**config.mk**
```make
export PLATFORM = sky130hd
export DESIGN_NAME = dff_bank_arbiter_flat
export DESIGN_NICKNAME = d
export VERILOG_FILES = /design/src/rtl/dff_bank_arbiter_if.sv /design/src/rtl/dff_bank_arbiter.sv /design/src/flat_wrapper.sv
export SDC_FILE = /design/constraint.sdc
export NUM_CORES = 1
export LEC_CHECK = 0
export CAP_MARGIN = 20
export CORE_MARGIN = 4
export CORE_UTILIZATION = 49
export DETAILED_ROUTE_END_ITERATION = 10
export DONT_BUFFER_PORTS = 1
export PLACE_DENSITY = 0.66
export SYNTH_ARGS = -nofsm -noshare
export SYNTH_HDL_FRONTEND = slang
export SYNTH_SLANG_ARGS = --single-unit
```
**constraint.sdc**
```tcl
create_clock -name clk -period 1.66 [get_ports clk]
set_input_delay 0.249 -clock clk [delete_from_list [all_inputs] [get_ports clk]]
set_output_delay 0.249 -clock clk [all_outputs]
set_load 0.05 [all_outputs]
```
**src/rtl/dff_bank_arbiter_if.sv**
```systemverilog
`default_nettype none
// +--------------------------------------------------------------------+
// | dff_bank_arbiter_if : requester bus of the shared-register arbiter  |
// | Rev 1.0                                                             |
// +--------------------------------------------------------------------+
interface dff_bank_arbiter_if #(
    parameter int NREQ  = 4,
    parameter int WIDTH = 8
);
    localparam int IDW = (NREQ > 1) ? $clog2(NREQ) : 1;

    logic [NREQ-1:0]       req;
    logic [NREQ-1:0]       we;
    logic [NREQ*WIDTH-1:0] wdata;
    logic [NREQ-1:0]       gnt;
    logic [IDW-1:0]        gnt_id;
    logic                  busy;
    logic                  timeout;
    logic [WIDTH-1:0]      q;
    logic [WIDTH-1:0]      qbar;

    modport slave (
        input  req, we, wdata,
        output gnt, gnt_id, busy, timeout, q, qbar
    );

    modport master (
        output req, we, wdata,
        input  gnt, gnt_id, busy, timeout, q, qbar
    );
endinterface
`default_nettype wire

```
**src/rtl/dff_bank_arbiter.sv**
```systemverilog
`default_nettype none
// +--------------------------------------------------------------------+
// | dff_bank_arbiter : round-robin owner arbitration and write control  |
// | for one shared WIDTH-bit register with q/qbar outputs.              |
// | Option macro DFF_ARB_FIXED_PRIO_EN selects fixed priority.          |
// | Rev 1.0                                                             |
// +--------------------------------------------------------------------+
module dff_bank_arbiter #(
    parameter int NREQ     = 4,
    parameter int WIDTH    = 8,
    parameter int MAX_HOLD = 8
) (
    input  logic                   clk,
    input  logic                   rst_n,
    dff_bank_arbiter_if.slave      arb_bus
);
    localparam int IDW = (NREQ > 1) ? $clog2(NREQ) : 1;
    localparam int HW  = $clog2(MAX_HOLD + 1);

    typedef enum logic [1:0] {
        IDLE    = 2'd0,
        OWNED   = 2'd1,
        RELEASE = 2'd2
    } state_t;

    state_t           state_q, state_d;
    logic [IDW-1:0]   ptr_q, ptr_d;
    logic [IDW-1:0]   owner_q, owner_d;
    logic [HW-1:0]    hold_q, hold_d;
    logic [NREQ-1:0]  gnt_q, gnt_d;
    logic             timeout_q, timeout_d;
    logic [WIDTH-1:0] data_q, data_d;

    logic             w_win_vld;
    logic [IDW-1:0]   w_win_idx;
    logic [IDW-1:0]   w_rot_ptr;

    // First asserted request at or after ptr, wrapping around.
    always_comb begin : arbitration
        int scan;
        scan      = 0;
        w_win_vld = 1'b0;
        w_win_idx = '0;
        for (int i = 0; i < NREQ; i++) begin
            scan = int'(ptr_q) + i;
            if (scan >= NREQ) begin
                scan = scan - NREQ;
            end
            if (!w_win_vld && arb_bus.req[IDW'(scan)]) begin
                w_win_vld = 1'b1;
                w_win_idx = IDW'(scan);
            end
        end
    end

`ifdef DFF_ARB_FIXED_PRIO_EN
    assign w_rot_ptr = '0;
`else
    assign w_rot_ptr = (owner_q == IDW'(NREQ - 1)) ? '0 : owner_q + 1'b1;
`endif

    always_comb begin : next_state
        state_d   = state_q;
        ptr_d     = ptr_q;
        owner_d   = owner_q;
        hold_d    = hold_q;
        gnt_d     = gnt_q;
        timeout_d = 1'b0;
        data_d    = data_q;
        unique case (state_q)
            IDLE: begin
                if (w_win_vld) begin
                    state_d = OWNED;
                    owner_d = w_win_idx;
                    gnt_d   = NREQ'(1) << w_win_idx;
                    hold_d  = '0;
                end
            end
            OWNED: begin
                if (!arb_bus.req[owner_q]) begin
                    state_d = RELEASE;
                    gnt_d   = '0;
                    owner_d = '0;
                    hold_d  = '0;
                    ptr_d   = w_rot_ptr;
                end else begin
                    if (arb_bus.we[owner_q]) begin
                        data_d = arb_bus.wdata[int'(owner_q)*WIDTH +: WIDTH];
                    end
                    hold_d = hold_q + 1'b1;
                    // Last permitted cycle: the write above still lands.
                    if (hold_q == HW'(MAX_HOLD - 1)) begin
                        state_d   = RELEASE;
                        gnt_d     = '0;
                        owner_d   = '0;
                        hold_d    = '0;
                        timeout_d = 1'b1;
                        ptr_d     = w_rot_ptr;
                    end
                end
            end
            RELEASE: begin
                state_d = IDLE;
            end
            default: begin
                state_d = IDLE;
            end
        endcase
    end

    always_ff @(posedge clk or negedge rst_n) begin
        if (!rst_n) begin
            state_q   <= IDLE;
            ptr_q     <= '0;
            owner_q   <= '0;
            hold_q    <= '0;
            gnt_q     <= '0;
            timeout_q <= 1'b0;
            data_q    <= '0;
        end else begin
            state_q   <= state_d;
            ptr_q     <= ptr_d;
            owner_q   <= owner_d;
            hold_q    <= hold_d;
            gnt_q     <= gnt_d;
            timeout_q <= timeout_d;
            data_q    <= data_d;
        end
    end

    assign arb_bus.gnt     = gnt_q;
    assign arb_bus.gnt_id  = owner_q;
    assign arb_bus.busy    = (state_q != IDLE);
    assign arb_bus.timeout = timeout_q;
    assign arb_bus.q       = data_q;
    assign arb_bus.qbar    = ~data_q;
endmodule
`default_nettype wire

```
**src/flat_wrapper.sv**
```systemverilog
// flat-port wrapper written by rule: the top's interface ports become plain ports
module dff_bank_arbiter_flat 
#(
    parameter int NREQ     = 4,
    parameter int WIDTH    = 8,
    parameter int MAX_HOLD = 8
)
  (clk, rst_n, arb_bus_req, arb_bus_we, arb_bus_wdata, arb_bus_gnt, arb_bus_gnt_id, arb_bus_busy, arb_bus_timeout, arb_bus_q, arb_bus_qbar);
  dff_bank_arbiter_if #(.NREQ(NREQ), .WIDTH(WIDTH)) arb_bus_i ();
  input  logic clk;
  input  logic rst_n;
  input wire logic [$bits(arb_bus_i.req)-1:0] arb_bus_req;
  input wire logic [$bits(arb_bus_i.we)-1:0] arb_bus_we;
  input wire logic [$bits(arb_bus_i.wdata)-1:0] arb_bus_wdata;
  output wire logic [$bits(arb_bus_i.gnt)-1:0] arb_bus_gnt;
  output wire logic [$bits(arb_bus_i.gnt_id)-1:0] arb_bus_gnt_id;
  output wire logic [$bits(arb_bus_i.busy)-1:0] arb_bus_busy;
  output wire logic [$bits(arb_bus_i.timeout)-1:0] arb_bus_timeout;
  output wire logic [$bits(arb_bus_i.q)-1:0] arb_bus_q;
  output wire logic [$bits(arb_bus_i.qbar)-1:0] arb_bus_qbar;
  assign arb_bus_i.req = arb_bus_req;
  assign arb_bus_i.we = arb_bus_we;
  assign arb_bus_i.wdata = arb_bus_wdata;
  assign arb_bus_gnt = arb_bus_i.gnt;
  assign arb_bus_gnt_id = arb_bus_i.gnt_id;
  assign arb_bus_busy = arb_bus_i.busy;
  assign arb_bus_timeout = arb_bus_i.timeout;
  assign arb_bus_q = arb_bus_i.q;
  assign arb_bus_qbar = arb_bus_i.qbar;
  dff_bank_arbiter #(.NREQ(NREQ), .WIDTH(WIDTH), .MAX_HOLD(MAX_HOLD)) u_core (.clk(clk), .rst_n(rst_n), .arb_bus(arb_bus_i));
endmodule
```
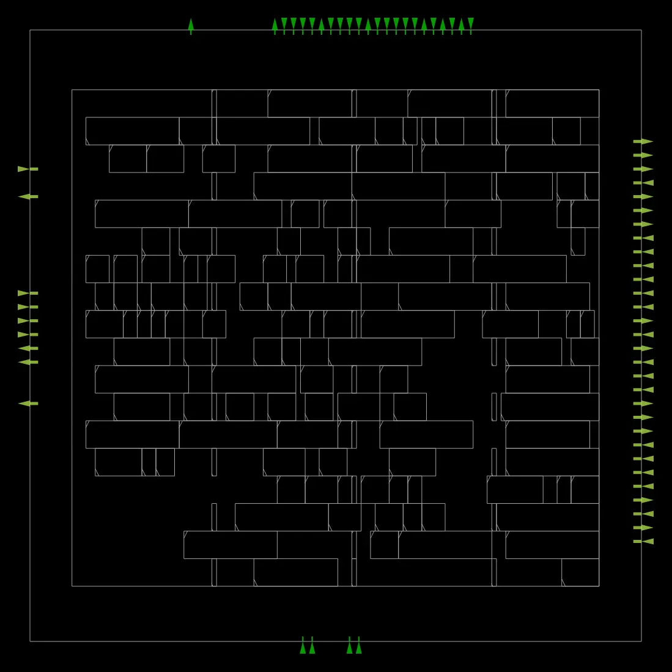
*Cell placement*
Seq area share: 0.3646
row cnt: 18
fin cells: 156
registers: 23

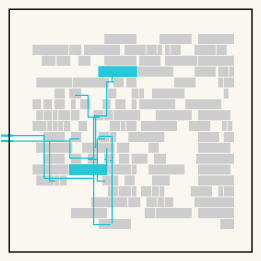
*Wires at chosen ports, followed through buffers*
Drawn at 4 px/µm.
cyan -> arb_bus_gnt_id  # bits 2, direction output, edge left, end cells 2, buffers 4, wire 190 µm
Port Buffer Count: 0
io pins: 66

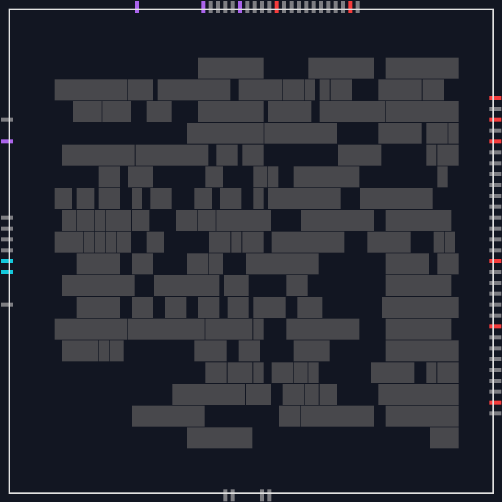
*Pin map*
Drawn at 8 px/µm. Pins as bars across the die edge, other pins in gray.
red -> arb_bus_q  # pins 8, direction output, edge 6 right, 2 top
purple -> arb_bus_gnt  # pins 4, direction output, edge 3 top, 1 left
cyan -> arb_bus_gnt_id  # pins 2, direction output, edge left
die width: 60.30 µm
die y size: 60.30 µm

==> ci_impl_report.md <==
### Yosys + OpenROAD results

| Metric | Value |
|---|---|
| Layout cells sized above 1 | `0.3968` |
| Top cells, area | `dfrtp_1 43%, mux4_2 15%, mux2_4 9.0%` |
| Worst Hold Class | `input pin to asynchronous set/reset pin` |
| Yosys Instances | `103` |
| Status | `finished, violations left` |
| Fmax | `0.5913 GHz` |
| Post-route worst setup slack | `-31.11 ps` |
| Final hold viol count | `0` |
| CP endpoint kind | `flop` |
| Vias in the first global route | `1010` |
| CTS tree | `done` |
| Failing checks | `negative setup slack` |
| Maximum root-to-sink buffer count | `2` |
| Yosys reg bits | `23` |
| Setup crit end | `u_core.ptr_q[1]$_DFFE_PN0P_` |
| Routability Congestion | `0.7347` |
| DR vias | `921` |
| Area leader, netlist | `dfrtp_1` |
| Core Region | `0.002545 mm²` |
| DP HPWL | `2385 µm` |
| EDFF count, synth | `0` |
| Clk sinks | `23` |
| Diodes inserted | `0` |
| Gate count after technology mapping | `103` |
| Leakage power | `0.0007580 µW` |
| FP Core Util | `0.5265` |
| Crit path max fanout | `3` |
| Final period util | `1.019` |
| Most numerous logic cell after layout | `dfrtp_1` |
| RSZ-0062 raised after global routing | `true` |
| Post-Route WL | `2975 µm` |
| Async set-reset flop share out of synthesis | `1.000` |
| Initial antenna violation count | `0` |
| Syn_area_per_cell | `13.01 µm²` |
| Largest net degree at the start of global routing | `24` |
| Power per Cell Area | `2409 mW/mm²` |
| Global route overflow | `0` |
| Max-slew violation count | `0` |
| Yosys warning tally | `0` |
| Total GRT Usage | `0.1709` |
| Antenna-violating nets left | `0` |
| Rel. slew slack | `0.6622` |
| Post-synth cell types | `33` |
| Placed cell area | `0.001494 mm²` |
| Clk_lat worst skew | `300 ps` |
| CTS Buf Count | `3` |
| Max cap viols | `0` |
| Routed WL per cell | `19.07 µm` |
| Worst vdd ir | `1.798 mV` |
| Reg area | `579.3 µm²` |
| Worst-Margin Slew | `502.0 ps` |
| Final setup viols | `10` |
| Crit path cell chain | `mux4_2, and2_4, nor3_4, mux2_4` |
| Via-per-instance ratio | `5.904` |
| Floorplan net count | `147` |
## sequential cells by signal, indices dropped and copies added, names as in the netlist
signal                  cells
u_core.arb_bus.gnt          4
u_core.arb_bus.gnt_id       2
u_core.arb_bus.q            8
u_core.arb_bus.timeout      1
u_core.hold_q               4
u_core.ptr_q                2
u_core.state_q              2
## layer usage
metal,track usage,part of all wire,vias to the layer above
met1,0.1923,0.37,446
met4,0.04747,0,0
met2,0.3102,0.53,40
met3,0.04968,0.10,0
met5,0,0,-
li1,-,-,435
## cell type report
| class | count | share of cell area |
|---|---|---|
| flip-flops and latches | 23 | 0.3646 |
| repair buffers | 21 | 0.1157 |
| multi-input cells | 68 | 0.4559 |
| clock buffers | 4 | 0.01654 |
| inverters | 10 | 0.02362 |
| well taps | 30 | 0.02362 |
## worst max-delay path: cells and delay by family (launching register included)
family / cells / cell delay, ps
flops: 1 / 390
mux: 2 / 840
simple gates: 2 / 360
## power breakdown
group          switching (µW)  leakage (µW)  internal [µW]  total (µW)
sequential                401      0.000287            794        1190
combinational            1430      0.000456            956        2380
clock                     157     0.0000150           93.6         250
total                    1980      0.000758           1840        3830
## stage by stage
step | setup TNS (ps) | setup WS [ps] | utilization | total power [µW]
2_1_floorplan | -2176 | -212.7 | - | 2968
3_3_place_gp | -196.3 | -39.57 | 0.5870 | 3428
3_5_place_dp | -558.7 | -103.7 | 0.5870 | 3492
4_1_cts | -425.2 | -106.1 | 0.6131 | 3862
5_1_grt | -800.4 | -107.7 | 0.6244 | 4053
6_report | -129.4 | -31.11 | 0.6244 | 3827
## worst min path at each step
stage | slack [ps] | to | from | cells past startpoint
final | 240 | u_core.arb_bus.timeout$_DFF_PN0_ | rst_n | 1
after CTS | 240 | u_core.arb_bus.gnt[1]$_DFFE_PN0P_ | arb_bus_req[3] | 2
after detailed placement | -50 | u_core.arb_bus.timeout$_DFF_PN0_ | rst_n | 0
after floorplan | -50 | u_core.arb_bus.gnt[0]$_DFFE_PN0P_ | rst_n | 0
after global routing | 220 | u_core.arb_bus.timeout$_DFF_PN0_ | rst_n | 1
after global placement | -50 | u_core.arb_bus.timeout$_DFF_PN0_ | rst_n | 0
## what timing repair did
| item | in CTS | in global routing |
|---|---|---|
| pin swaps | 3 | 2 |
| resized | 4 | 1 |
| setup buffers | 3 | 0 |
| setup endpoints to repair | 10 | 11 |
| hold buffers | 1 | 0 |
| endpoints found under the hold margin | 23 | 0 |
## kinds of logic (layout without fill, tap and decap cells)
| logic type | Yosys count | count (layout) | share of synthesized area |
|---|---|---|---|
| and+or+nand+nor | 28 | 28 | 0.1354 |
| DFF | 23 | 23 | 0.4295 |
| muxes | 21 | 21 | 0.2848 |
| AOI/OAI and AO/OA | 17 | 17 | 0.09710 |
| buffers and inverters | 12 | 35 | 0.03454 |
| adders and majority gates | 2 | 2 | 0.01867 |
## synthesized netlist by cell type (3+ instances only)
master and number:
inv_1 10, nor2_1 4, mux4_2 9, mux2_4 8, a21oi_1 3, nand3_1 3
a22o_1 4, dfrtp_1 23, nand3b_1 4, nand2_1 5
Power figures rest on the tool's default switching activity, not on a simulated workload.
